--- src/rtl/fp_mul_seq_if.sv ---
// fp_mul_seq_if: operand/result bundle for the multicycle FP multiplier.
// Carries the input handshake (in_valid/in_ready, a, b), the output
// handshake (out_valid/out_ready, p and the per-operation flags) and the
// sticky-status controls (clr_sticky, sticky_flags).
//   master: the issuing side (drives operands, out_ready, clr_sticky)
//   slave : the multiplier (drives in_ready, result, flags, sticky_flags)
interface fp_mul_seq_if #(
  parameter int EXP_W = 8,
  parameter int MAN_W = 23
);
  localparam int W = 1 + EXP_W + MAN_W;

  logic         in_valid;
  logic         in_ready;
  logic [W-1:0] a;
  logic [W-1:0] b;
  logic         out_valid;
  logic         out_ready;
  logic [W-1:0] p;
  logic         of;
  logic         uf;
  logic         nan;
  logic         inf;
  logic         zf;
  logic         dnf;
  logic         nx;
  logic         clr_sticky;
  logic [6:0]   sticky_flags;

  modport master (
    output in_valid, a, b, out_ready, clr_sticky,
    input  in_ready, out_valid, p, of, uf, nan, inf, zf, dnf, nx, sticky_flags
  );

  modport slave (
    input  in_valid, a, b, out_ready, clr_sticky,
    output in_ready, out_valid, p, of, uf, nan, inf, zf, dnf, nx, sticky_flags
  );
endinterface

--- src/rtl/fp_mul_seq.sv ---
// fp_mul_seq: multicycle IEEE-754 multiplier, generic in exponent/fraction
// width, round-to-nearest-even, flush-to-zero for denormal inputs and
// for underflowing results.
// Ports:
//   Clk  - clock, rising edge
//   Rst  - asynchronous active-high reset
//   bus  - fp_mul_seq_if.slave: operands a/b with in_valid/in_ready,
//          product p with flags {of,uf,nan,inf,zf,dnf,nx} and
//          out_valid/out_ready, clr_sticky and sticky_flags.
// Optional build macro FP_MUL_STICKY_EN: when defined, sticky_flags
// accumulates every completed flag vector and clr_sticky clears it;
// otherwise sticky_flags is constant 0.
module fp_mul_seq #(
  parameter int EXP_W   = 8,
  parameter int MAN_W   = 23,
  parameter int MUL_LAT = 2
) (
  input logic        Clk,
  input logic        Rst,
  fp_mul_seq_if.slave bus
);
  localparam int W    = 1 + EXP_W + MAN_W;
  localparam int PW   = 2 * MAN_W + 2;
  localparam int EW   = EXP_W + 2;
  localparam int BIAS = (2 ** (EXP_W - 1)) - 1;
  localparam int CW   = $clog2(MUL_LAT + 1);
  localparam logic signed [EW-1:0] EXP_MAX  = EW'((2 ** EXP_W) - 1);
  localparam logic signed [EW-1:0] EXP_ZERO = '0;

  typedef enum logic [2:0] {
    S_IDLE, S_UNPACK, S_MUL, S_NORM, S_ROUND, S_DONE
  } state_t;

  state_t state_reg, state_next;

  logic [W-1:0]          a_reg, b_reg, p_reg;
  logic                  sign_reg;
  logic signed [EW-1:0]  exp_reg;
  logic [CW-1:0]         cnt_reg;
  logic [MAN_W:0]        sig_reg;
  logic                  g_reg, r_reg, s_reg;
  logic [6:0]            flags_reg;
  logic [PW-1:0]         prod_pipe [MUL_LAT];

  // ---------------- operand classification (valid in UNPACK) ----------------
  logic             sa, sb;
  logic [EXP_W-1:0] ea, eb;
  logic [MAN_W-1:0] fa, fb;
  logic             a_inf, b_inf, a_zero, b_zero, a_dn, b_dn, any_nan, any_inf, special;
  logic signed [EW-1:0] exp_sum;
  logic [W-1:0]     spec_p;
  logic [6:0]       spec_flags;

  assign {sa, ea, fa} = a_reg;
  assign {sb, eb, fb} = b_reg;

  always_comb begin
    // Denormals collapse into signed zero, so exp==0 alone means zero here.
    a_zero  = ~|ea;
    b_zero  = ~|eb;
    a_dn    = a_zero & (|fa);
    b_dn    = b_zero & (|fb);
    a_inf   = (&ea) & ~|fa;
    b_inf   = (&eb) & ~|fb;
    any_nan = ((&ea) & (|fa)) | ((&eb) & (|fb)) | (a_inf & b_zero) | (b_inf & a_zero);
    any_inf = ~any_nan & (a_inf | b_inf);
    special = any_nan | a_inf | b_inf | a_zero | b_zero;
    exp_sum = EW'(ea) + EW'(eb) - EW'(BIAS);
    if (any_nan)
      spec_p = {1'b0, {EXP_W{1'b1}}, 1'b1, {(MAN_W-1){1'b0}}};
    else if (any_inf)
      spec_p = {sa ^ sb, {EXP_W{1'b1}}, {MAN_W{1'b0}}};
    else
      spec_p = {sa ^ sb, {(EXP_W+MAN_W){1'b0}}};
    spec_flags = {2'b00, any_nan, any_inf, ~any_nan & ~any_inf, a_dn | b_dn, 1'b0};
  end

  // ---------------- significand multiplier pipeline ----------------
  // Free-running: operands are frozen from accept onward, so the last
  // stage holds the settled product once MUL has lasted MUL_LAT cycles.
  always_ff @(posedge Clk or posedge Rst) begin
    if (Rst) prod_pipe[0] <= '0;
    else     prod_pipe[0] <= PW'({1'b1, fa}) * PW'({1'b1, fb});
  end

  generate
    for (genvar gi = 1; gi < MUL_LAT; gi++) begin : g_mul_stage
      always_ff @(posedge Clk or posedge Rst) begin
        if (Rst) prod_pipe[gi] <= '0;
        else     prod_pipe[gi] <= prod_pipe[gi-1];
      end
    end
  endgenerate

  // ---------------- normalise (used in NORM) ----------------
  // Product is in [1,4); shifting left when below 2 puts the leading one
  // at the top in both cases so the G/R/S positions are fixed.
  logic [PW-1:0] prod_n;
  assign prod_n = prod_pipe[MUL_LAT-1][PW-1] ? prod_pipe[MUL_LAT-1]
                                             : (prod_pipe[MUL_LAT-1] << 1);

  // ---------------- round and range check (used in ROUND) ----------------
  logic                 inc;
  logic [MAN_W+1:0]     rounded;
  logic                 carry;
  logic signed [EW-1:0] exp_fin;
  logic [MAN_W-1:0]     frac_fin;
  logic [W-1:0]         round_p;
  logic [6:0]           round_flags;

  always_comb begin
    inc      = g_reg & (r_reg | s_reg | sig_reg[0]);
    rounded  = {1'b0, sig_reg} + (MAN_W+2)'(inc);
    carry    = rounded[MAN_W+1];
    exp_fin  = exp_reg + EW'(carry);
    frac_fin = carry ? rounded[MAN_W:1] : rounded[MAN_W-1:0];
    if (exp_fin >= EXP_MAX) begin
      round_p     = {sign_reg, {EXP_W{1'b1}}, {MAN_W{1'b0}}};
      round_flags = 7'b1001001;
    end else if (exp_fin <= EXP_ZERO) begin
      round_p     = {sign_reg, {(EXP_W+MAN_W){1'b0}}};
      round_flags = 7'b0100101;
    end else begin
      round_p     = {sign_reg, exp_fin[EXP_W-1:0], frac_fin};
      round_flags = {6'b000000, g_reg | r_reg | s_reg};
    end
  end

  // Result loaded on the cycle DONE is entered, from whichever path gets there.
  logic         done_entry;
  logic [W-1:0] res_p;
  logic [6:0]   res_flags;
  assign done_entry = (state_next == S_DONE) && (state_reg != S_DONE);
  assign res_p      = (state_reg == S_UNPACK) ? spec_p : round_p;
  assign res_flags  = (state_reg == S_UNPACK) ? spec_flags : round_flags;

  // ---------------- FSM: state register ----------------
  always_ff @(posedge Clk or posedge Rst) begin
    if (Rst) state_reg <= S_IDLE;
    else     state_reg <= state_next;
  end

  // ---------------- FSM: next state ----------------
  always_comb begin
    state_next = state_reg;
    case (state_reg)
      S_IDLE:   if (bus.in_valid) state_next = S_UNPACK;
      S_UNPACK: state_next = special ? S_DONE : S_MUL;
      S_MUL:    if (cnt_reg == '0) state_next = S_NORM;
      S_NORM:   state_next = S_ROUND;
      S_ROUND:  state_next = S_DONE;
      S_DONE:   if (bus.out_ready) state_next = S_IDLE;
      default:  state_next = S_IDLE;
    endcase
  end

  // ---------------- FSM: outputs ----------------
  always_comb begin
    bus.in_ready  = (state_reg == S_IDLE);
    bus.out_valid = (state_reg == S_DONE);
  end

  // ---------------- datapath registers ----------------
  always_ff @(posedge Clk or posedge Rst) begin
    if (Rst) begin
      a_reg     <= '0;
      b_reg     <= '0;
      p_reg     <= '0;
      flags_reg <= '0;
      sign_reg  <= 1'b0;
      exp_reg   <= '0;
      cnt_reg   <= '0;
      sig_reg   <= '0;
      g_reg     <= 1'b0;
      r_reg     <= 1'b0;
      s_reg     <= 1'b0;
    end else begin
      if (state_reg == S_IDLE && bus.in_valid) begin
        a_reg     <= bus.a;
        b_reg     <= bus.b;
        flags_reg <= '0;
      end
      if (state_reg == S_UNPACK) begin
        sign_reg <= sa ^ sb;
        exp_reg  <= exp_sum;
        cnt_reg  <= CW'(MUL_LAT - 1);
      end
      if (state_reg == S_MUL && cnt_reg != '0)
        cnt_reg <= cnt_reg - 1'b1;
      if (state_reg == S_NORM) begin
        sig_reg <= prod_n[PW-1 -: MAN_W+1];
        g_reg   <= prod_n[MAN_W];
        r_reg   <= prod_n[MAN_W-1];
        s_reg   <= |prod_n[MAN_W-2:0];
        exp_reg <= exp_reg + EW'(prod_pipe[MUL_LAT-1][PW-1]);
      end
      if (done_entry) begin
        p_reg     <= res_p;
        flags_reg <= res_flags;
      end
    end
  end

  assign bus.p = p_reg;
  assign {bus.of, bus.uf, bus.nan, bus.inf, bus.zf, bus.dnf, bus.nx} = flags_reg;

  // ---------------- sticky status ----------------
`ifdef FP_MUL_STICKY_EN
  logic [6:0] sticky_reg;
  always_ff @(posedge Clk or posedge Rst) begin
    if (Rst)
      sticky_reg <= '0;
    else if (done_entry)
      sticky_reg <= (bus.clr_sticky ? 7'b0 : sticky_reg) | res_flags;
    else if (bus.clr_sticky)
      sticky_reg <= '0;
  end
  assign bus.sticky_flags = sticky_reg;
`else
  assign bus.sticky_flags = '0;
`endif

endmodule

--- src/flat_wrapper.sv ---
// flat-port wrapper written by rule: the top's interface ports become plain ports
module fp_mul_seq_flat 
#(
  parameter int EXP_W   = 8,
  parameter int MAN_W   = 23,
  parameter int MUL_LAT = 2
)
  (Clk, Rst, bus_in_valid, bus_a, bus_b, bus_out_ready, bus_clr_sticky, bus_in_ready, bus_out_valid, bus_p, bus_of, bus_uf, bus_nan, bus_inf, bus_zf, bus_dnf, bus_nx, bus_sticky_flags);
  fp_mul_seq_if #(.EXP_W(EXP_W), .MAN_W(MAN_W)) bus_i ();
  input logic Clk;
  input logic Rst;
  input wire logic [$bits(bus_i.in_valid)-1:0] bus_in_valid;
  input wire logic [$bits(bus_i.a)-1:0] bus_a;
  input wire logic [$bits(bus_i.b)-1:0] bus_b;
  input wire logic [$bits(bus_i.out_ready)-1:0] bus_out_ready;
  input wire logic [$bits(bus_i.clr_sticky)-1:0] bus_clr_sticky;
  output wire logic [$bits(bus_i.in_ready)-1:0] bus_in_ready;
  output wire logic [$bits(bus_i.out_valid)-1:0] bus_out_valid;
  output wire logic [$bits(bus_i.p)-1:0] bus_p;
  output wire logic [$bits(bus_i.of)-1:0] bus_of;
  output wire logic [$bits(bus_i.uf)-1:0] bus_uf;
  output wire logic [$bits(bus_i.nan)-1:0] bus_nan;
  output wire logic [$bits(bus_i.inf)-1:0] bus_inf;
  output wire logic [$bits(bus_i.zf)-1:0] bus_zf;
  output wire logic [$bits(bus_i.dnf)-1:0] bus_dnf;
  output wire logic [$bits(bus_i.nx)-1:0] bus_nx;
  output wire logic [$bits(bus_i.sticky_flags)-1:0] bus_sticky_flags;
  assign bus_i.in_valid = bus_in_valid;
  assign bus_i.a = bus_a;
  assign bus_i.b = bus_b;
  assign bus_i.out_ready = bus_out_ready;
  assign bus_i.clr_sticky = bus_clr_sticky;
  assign bus_in_ready = bus_i.in_ready;
  assign bus_out_valid = bus_i.out_valid;
  assign bus_p = bus_i.p;
  assign bus_of = bus_i.of;
  assign bus_uf = bus_i.uf;
  assign bus_nan = bus_i.nan;
  assign bus_inf = bus_i.inf;
  assign bus_zf = bus_i.zf;
  assign bus_dnf = bus_i.dnf;
  assign bus_nx = bus_i.nx;
  assign bus_sticky_flags = bus_i.sticky_flags;
  fp_mul_seq #(.EXP_W(EXP_W), .MAN_W(MAN_W), .MUL_LAT(MUL_LAT)) u_core (.Clk(Clk), .Rst(Rst), .bus(bus_i));
endmodule
--- config.mk ---
export PLATFORM = sky130hd
export DESIGN_NAME = fp_mul_seq_flat
export DESIGN_NICKNAME = d
export VERILOG_FILES = /design/src/rtl/fp_mul_seq_if.sv /design/src/rtl/fp_mul_seq.sv /design/src/flat_wrapper.sv
export SDC_FILE = /design/constraint.sdc
export NUM_CORES = 2
export LEC_CHECK = 0
export CAP_MARGIN = 20
export CORE_UTILIZATION = 64
export DETAILED_ROUTE_END_ITERATION = 6
export PLACE_DENSITY = 0.83
export REMOVE_ABC_BUFFERS = 1
export SLEW_MARGIN = 30
export SYNTH_ARGS = -nofsm -noshare
export SYNTH_HDL_FRONTEND = slang
export SYNTH_SLANG_ARGS = --single-unit
--- constraint.sdc ---
create_clock -name Clk -period 9.7 [get_ports Clk]
set_clock_uncertainty 0.1 [all_clocks]
set_input_delay 1.455 -clock Clk [delete_from_list [all_inputs] [get_ports Clk]]
set_output_delay 1.455 -clock Clk [all_outputs]
set_load 0.02 [all_outputs]
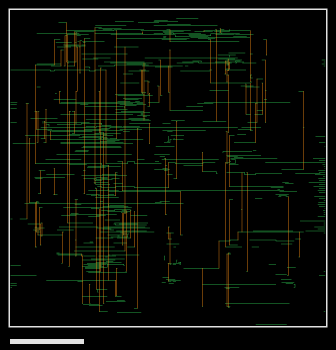
**Above:** metal layers overlaid.
Scale bar: 50 um. Two of the layers only.
Orange is M4, wire length 3,470 um. Green is M3, wire length 5,970 um.
Total Wirelength: 70,700 um
wire per inst: 19.5 um
total track usage: 32.7%
via count: 20,900

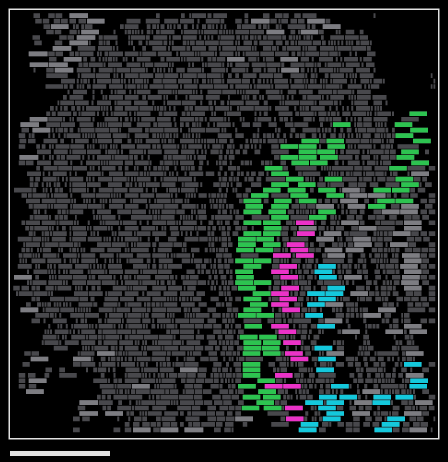
**Above:** sequential cells grouped by signal name.
Scale bar: 50 um. Other sequential cells in the stronger grey, the rest of the logic in the fainter grey.
Green is u_core.prod_pipe, flops 96. Cyan is u_core.bus.p, flops 32, where south-east. Magenta is u_core.sig_reg, flops 24.
Storage cell area: 6070 sq um
final core occ: 70.7%

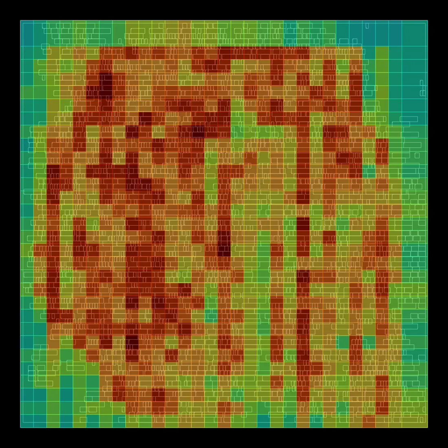
**Above:** congestion heat map.
most used routing layer in global routing: met2
met3 Resource Use GR: 7.31%
grt met1 use: 41.1%
M2 GR Usage: 54.2%

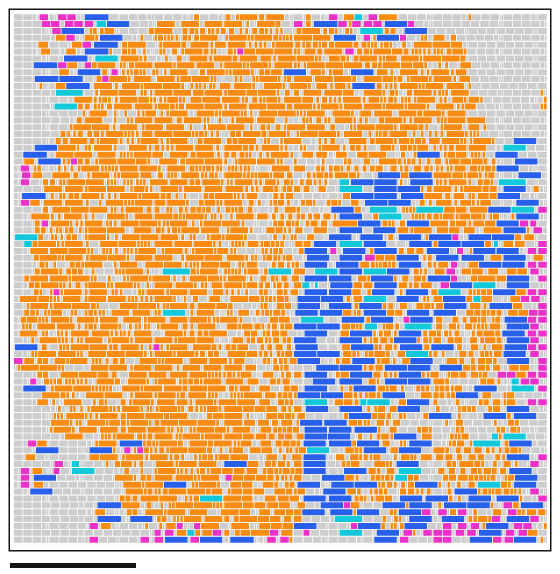
**Above:** cells coloured by class.
Scale bar: 50 um. Fill, decap, tap and diode cells in grey.
Orange is remaining logic cells, cells 2,609, share of their area 72%. Blue is registers, cells 242, share of their area 20%. Magenta is remaining buffers and delay cells, cells 138, share of their area 4.3%. Cyan is clock drivers and dummy loads, cells 51, share of their area 3.5%.
Seq area share: 19.4%
Core Area: 44,200 sq um
row count: 77
post-route cell area: 31,300 sq um

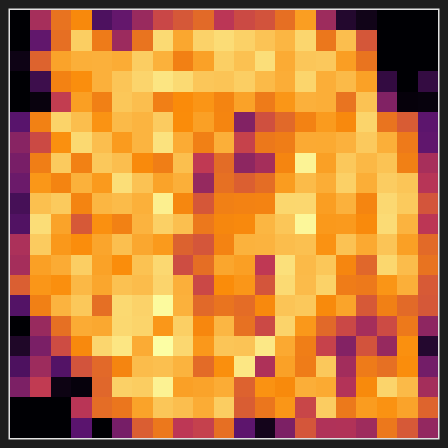
**Above:** cell density map.
21 x 21 tiles, from black (low) to pale yellow (high), 0 to 100% covered.
50% of the tiles are over 75% full. The fullest tile reaches 100%. 5.4% of the tiles are nearly empty.

[critical path, delay by kind of cell, from the launching register on]
kind	cells	cell delay (ns)
DFF	1	0.89
AOI/OAI and AO/OA	5	1.39
xor gates and xnor gates	1	0.13
buffers and inverters	7	1.08
adders and majority gates	8	3.85
and+or+nand+nor	3	0.59
==> results.json <==
{
  "rsz0062_at_grt": "false",
  "rrSetupSlack_ns": 1.57,
  "top_area_share_pct": 33.7,
  "r2r-start": "u_core.b_reg[8]",
  "dp_hpwl_um": 54200,
  "clk_latency_ns": 0.59,
  "cts_made_buffers": 28,
  "yosys.area_share.simple_pct": 14.6,
  "synth_seq_share_pct": 21.1,
  "crit_arrival_ns": 8.50,
  "inverters": 602,
  "first_global_vias": 22600,
  "setup_tns_ns": 0,
  "dieArea_sq_um": 45600,
  "cts_hold_buf": 0,
  "clock_path_buffers": 3,
  "cpMaxStageDelayCell": "dfrtp_1",
  "drcViolationCount": 0,
  "htreeDepth": 1,
  "overflow": 0,
  "hp-start": "u_core.prod_pipe[87]",
  "status": "finished, final reports clean",
  "taps": 592,
  "num-fill-cells": 3186,
  "bufAreaShareNonClock_pct": 4.19,
  "r2r_end": "u_core.prod_pipe[92]",
  "netlist_area_sq_um": 28700,
  "comb_area_share_pct": 63.3,
  "dr.pass1.iters": 5,
  "finalSetupViolCount": 0,
  "drt-vias-per-instance": 5.75,
  "cts.clk_slew.worst_paths_ns": 0.06,
  "die-width_um": 214,
  "place_area_sq_um": 30200,
  "pre_cts_ws_ns": 1.72,
  "flop_cell": "dfrtp_1",
  "syn_avg_cell_area_sq_um": 9.58,
  "min_period_ns": 8.13,
  "drtIter0Drc": 1563,
  "synth.mux.area_fraction_pct": 3.05,
  "area_growth_pct": 9.03,
  "synthAdderAreaFrac_pct": 41.9,
  "cts_tree": "yes",
  "nonClockBufferCount": 138,
  "port_buffers": 108,
  "final_antenna_net_count": 0,
  "crit_path_max_incr_delay_ns": 0.89,
  "cap_violations": 0,
  "ff_count": 242,
  "largest_cell_class": "multi-input combinational cells",
  "num_antenna_cells": 0,
  "whs_endpoint": "u_core.prod_pipe[39]",
  "cp_cell_sequence": "clkinv_1, nor2_1, fa_1, fa_1, inv_1, fa_1, inv_1, fa_1, inv_1, fa_1, inv_1, fa_1, inv_1, fa_1, inv_1, ha_1, nand2_1, nor2_1, a21oi_1, a31oi_1, a211oi_2, o21a_1, o41a_1, xnor2_1",
  "ioPinCount": 117,
  "tightest_slew_ns": 1.03,
  "drive_above_1_share_pct": 5.59,
  "cts_resized": 0,
  "grt_max_degree": 112,
  "grt_pass1_wl_um": 114000,
  "logic_gates": 2007,
  "most_common_cell": "inv_1",
  "setup_ws_ns": 1.57,
  "setup.worst_path.start": "u_core.b_reg[8]",
  "root_buffer": "clkbuf_16",
  "cp-end-kind": "register",
  "edf_count": 0,
  "setup.worst_path.end": "u_core.prod_pipe[92]",
  "crit_required_ns": 10.07,
  "maxSlewViolCount": 0,
  "wl_met1_um": 27200,
  "ys_cells": 2991,
  "relSlewSlack_pct": 31.3,
  "hold_ws_ns": 0.240,
  "fmax_mhz": 123,
  "cts_sinks": 242,
  "nNetsFinal": 3759,
  "path_class": "reg -> reg",
  "final_cells": 3632,
  "final-clk-cell-share_pct": 3.44,
  "logic_area_sq_um": 19800,
  "min_path_cells": 0,
  "fp_util_pct": 64.8,
  "placed_cells": 3581,
  "common_cells": "inv_1 (597), fa_1 (483), nand2_1 (385)"
}
